==> src/rtl/chunked_serial_adder.sv <==
// chunked_serial_adder: multi-cycle add/subtract, CHUNK bits per clock.
// LSB chunk first, one carry flop between chunks, start/done handshake.
module chunked_serial_adder #(
  parameter int WIDTH = 32,
  parameter int CHUNK = 4
) (
  input  logic             clock,
  input  logic             reset,
  input  logic             start,
  input  logic             mode,
  input  logic [WIDTH-1:0] value1,
  input  logic [WIDTH-1:0] value2,
  input  logic             carry_in,
  output logic             ready,
  output logic             busy,
  output logic             done,
  output logic [WIDTH-1:0] sum,
  output logic             carry_out,
  output logic             overflow,
  output logic             zero
);

  localparam int N  = WIDTH / CHUNK;
  localparam int CW = (N > 1) ? $clog2(N) : 1;

  typedef enum logic [1:0] {
    S_IDLE = 2'd0,
    S_RUN  = 2'd1,
    S_DONE = 2'd2
  } state_t;

  state_t           state_q, state_d;
  logic [CW-1:0]    cnt_q, cnt_d;
  logic             carry_q, carry_d;
  logic [WIDTH-1:0] a_q, a_d;
  logic [WIDTH-1:0] b_q, b_d;
  logic [WIDTH-1:0] res_q, res_d;
  logic [WIDTH-1:0] sum_q, sum_d;
  logic             cout_q, cout_d;
  logic             ovf_q, ovf_d;
  logic             zero_q, zero_d;

  int               base;
  logic [CHUNK:0]   csum;
  logic [WIDTH-1:0] res_next;
  logic             cmsb;
  logic             last;

  // Next-state: chunk adder, operand load on accept, flag capture on last chunk
  always_comb begin
    state_d  = state_q;
    cnt_d    = cnt_q;
    carry_d  = carry_q;
    a_d      = a_q;
    b_d      = b_q;
    res_d    = res_q;
    sum_d    = sum_q;
    cout_d   = cout_q;
    ovf_d    = ovf_q;
    zero_d   = zero_q;
    base     = int'(cnt_q) * CHUNK;
    last     = (cnt_q == CW'(N - 1));
    csum     = {1'b0, a_q[base +: CHUNK]}
             + {1'b0, b_q[base +: CHUNK]}
             + {{CHUNK{1'b0}}, carry_q};
    res_next = res_q;
    res_next[base +: CHUNK] = csum[CHUNK-1:0];
    // Only meaningful on the last chunk, where the top result bit is WIDTH-1.
    cmsb     = a_q[WIDTH-1] ^ b_q[WIDTH-1] ^ csum[CHUNK-1];

    unique case (state_q)
      S_IDLE, S_DONE: begin
        if (start) begin
          state_d = S_RUN;
          cnt_d   = '0;
          res_d   = '0;
          a_d     = value1;
          b_d     = mode ? ~value2 : value2;
          carry_d = mode ? ~carry_in : carry_in;
        end else begin
          state_d = S_IDLE;
        end
      end
      S_RUN: begin
        res_d   = res_next;
        carry_d = csum[CHUNK];
        if (last) begin
          state_d = S_DONE;
          cnt_d   = '0;
          sum_d   = res_next;
          cout_d  = csum[CHUNK];
          ovf_d   = cmsb ^ csum[CHUNK];
          zero_d  = (res_next == '0);
        end else begin
          cnt_d = cnt_q + CW'(1);
        end
      end
      default: state_d = S_IDLE;
    endcase
  end

  // State and datapath registers; reset aborts any run and clears outputs
  always_ff @(posedge clock or posedge reset) begin
    if (reset) begin
      state_q <= S_IDLE;
      cnt_q   <= '0;
      carry_q <= 1'b0;
      a_q     <= '0;
      b_q     <= '0;
      res_q   <= '0;
      sum_q   <= '0;
      cout_q  <= 1'b0;
      ovf_q   <= 1'b0;
      zero_q  <= 1'b0;
    end else begin
      state_q <= state_d;
      cnt_q   <= cnt_d;
      carry_q <= carry_d;
      a_q     <= a_d;
      b_q     <= b_d;
      res_q   <= res_d;
      sum_q   <= sum_d;
      cout_q  <= cout_d;
      ovf_q   <= ovf_d;
      zero_q  <= zero_d;
    end
  end

  assign ready     = (state_q != S_RUN);
  assign busy      = (state_q == S_RUN);
  assign done      = (state_q == S_DONE);
  assign sum       = sum_q;
  assign carry_out = cout_q;
  assign overflow  = ovf_q;
  assign zero      = zero_q;

endmodule

==> config.mk <==
export PLATFORM = sky130hd
export DESIGN_NAME = chunked_serial_adder
export DESIGN_NICKNAME = d
export VERILOG_FILES = /design/src/rtl/chunked_serial_adder.sv
export SDC_FILE = /design/constraint.sdc
export NUM_CORES = 1
export LEC_CHECK = 0
export CAP_MARGIN = 20
export CORE_ASPECT_RATIO = 1.1
export CORE_MARGIN = 5
export CORE_UTILIZATION = 56
export CTS_BUF_LIST = sky130_fd_sc_hd__clkbuf_4
export CTS_CLUSTER_SIZE = 16
export DETAILED_ROUTE_END_ITERATION = 6
export PLACE_DENSITY_LB_ADDON = 0.1
export SYNTH_ARGS = -nofsm -noshare
export SYNTH_HDL_FRONTEND = slang
export SYNTH_SLANG_ARGS = --single-unit
==> constraint.sdc <==
create_clock -name clock -period 5.5 [get_ports clock]
set_input_delay 0.825 -clock clock [delete_from_list [all_inputs] [get_ports clock]]
set_output_delay 0.825 -clock clock [all_outputs]
set_load 0.005 [all_outputs]
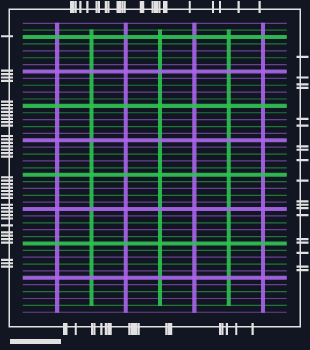
Fig. 1. Power grid.
The bar under the picture is 20 um long. Pins as bars on the die edge.
| color | net |
|---|---|
| purple | VSS |
| green | VDD |
signal pins: 107
rows: 42
met4 straps: 7
met5 straps: 8
met1 rails: 43

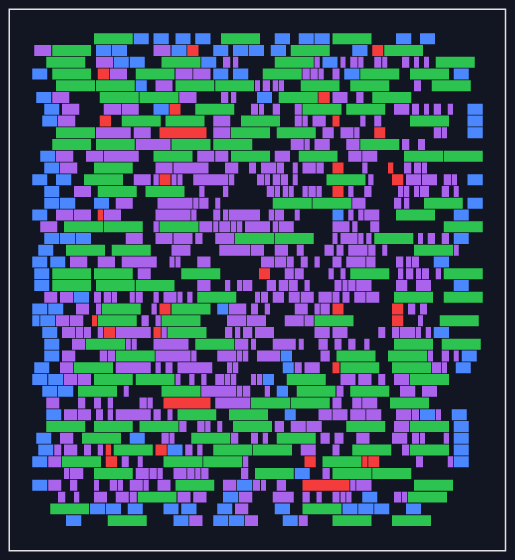
Fig. 2. Cells colored by class.
| color | class | cells | share of their area |
|---|---|---|---|
| purple | all other logic | 443 | 39% |
| blue | other buffers and delay cells | 114 | 14% |
| red | clock drivers and dummy loads | 32 | 3.6% |
| green | flops | 137 | 43% |

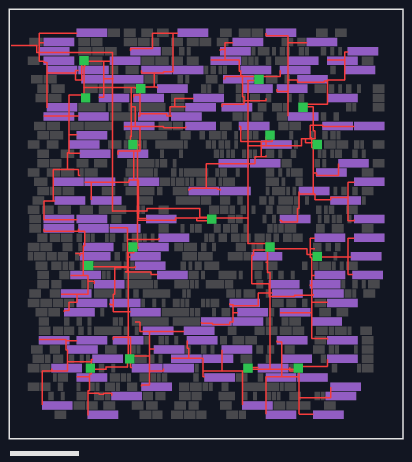
Fig. 3. Clock distribution.
The bar under the picture is 20 um long.
[purple] flip-flops | count: 137
[green] cells driving clock nets | count: 17
[red] clock wires | length: 1630 um
routed clock nets: 18
Clock net power: 0.672 mW
Clock Power Share: 11.9%

-- cell families after synthesis --
group / Yosys count / share of synthesized area, %
xor+xnor: 40 / 5.32
mux: 68 / 13.7
flops: 137 / 51.0
fa+ha+maj: 9 / 1.90
compound gates: 140 / 12.7
buf+inv: 61 / 3.92
simple gates: 172 / 11.5
-- critical path, stage by stage (launching register included) --
cell	delay [ns]
dfrtp_1	1.02
mux4_2	0.60
nand2_1	0.08
nand2_1	0.10
fa_1	0.39
inv_1	0.08
fa_1	0.28
xor2_2	0.37
nand2_2	0.11
mux2_2	0.29
nor4_2	0.24
nand4_1	0.13
o31ai_2	0.19
-- layout by cell type (no fill, tap or decap), types with 3 or more instances in the layout --
master and instances:
nand4_1 4, buf_4 8, clkinv_2 3, and2_1 3, mux2_2 33, nor4_1 4
mux2i_1 19, nor3_1 5, bufinv_16 3, nand2_1 116, dfrtp_1 137, nor2_1 18
clkbuf_4 20, o21ai_0 85, a21oi_1 12, clkinv_1 6, ha_1 7, xnor2_1 37
a31oi_1 5, mux4_2 16, o21ai_1 3, a22o_1 10, inv_1 10, nand2b_1 3
nor2b_1 4, a32o_1 12, clkdlybuf4s50_1 105
-- per-layer routing --
metal | global-route usage [%] | up-vias
li1 | - | 2376
met1 | 29.3 | 2385
met2 | 38.2 | 141
met3 | 4.78 | 33
met4 | 9.01 | 0
met5 | 0 | -
-- final cells by class --
| cell class | count | area (um^2) |
|---|---|---|
| Clock inverter | 12 | 131 |
| Inverter | 14 | 55.1 |
| Multi-Input combinational cell | 429 | 3040 |
| Sequential cell | 137 | 3430 |
| Tap cell | 154 | 193 |
| Fill cell | 971 | 3810 |
| Timing Repair Buffer | 114 | 1120 |
| Clock buffer | 20 | 150 |
==> CHANGELOG.md <==
## Implementation

- Layout Skew: 0.0148 ns
- Internal: 3.10 mW
- Post-synth regs: 137
- Largest net degree at the start of global routing: 101
- Ys cells: 627
- Share of cells above drive strength 1: 13.5%
- Post-CTS Setup Repair Bufs: 0
- Total number of vias: 4935
- Die Ht: 125 um
- Worst reg-to-reg path cell count: 12
- CP Capture Point: zero$_DFFE_PP0P_
- # DRC: 0
- Met2 wire len: 7900 um
- Synth top area share: 51.0%
- Final setup TNS: 0 ns
- GRT Util Overall: 22.9%
- Status: complete, no violations
- Mean Syn Cell Area: 10.7 um^2
- Clk latency late pin: 0.56 ns
- Gate power share: 57.0%
- Total power: 5.63 mW
- H-Tree Depth: 4
- R2R Path Start: cnt_q[0]$_DFFE_PP0P_
- M1 WL: 6600 um
- Yosys Chip Area: 6730 um^2
- Die ar.: 14300 um^2
- Core ar.: 11900 um^2
- Post-synth top area cell: dfrtp_1
- Cell Area, Synth: 6730 um^2
- Layout Utilization: 68.0%
- EDFF count, synth: 0
- Top-count cell post-synth: dfrtp_1
- Layout area overhead: 20.6%
- Minimum clock period: 3.96 ns
No activity file was given, so power comes from the tool's default toggle rates.
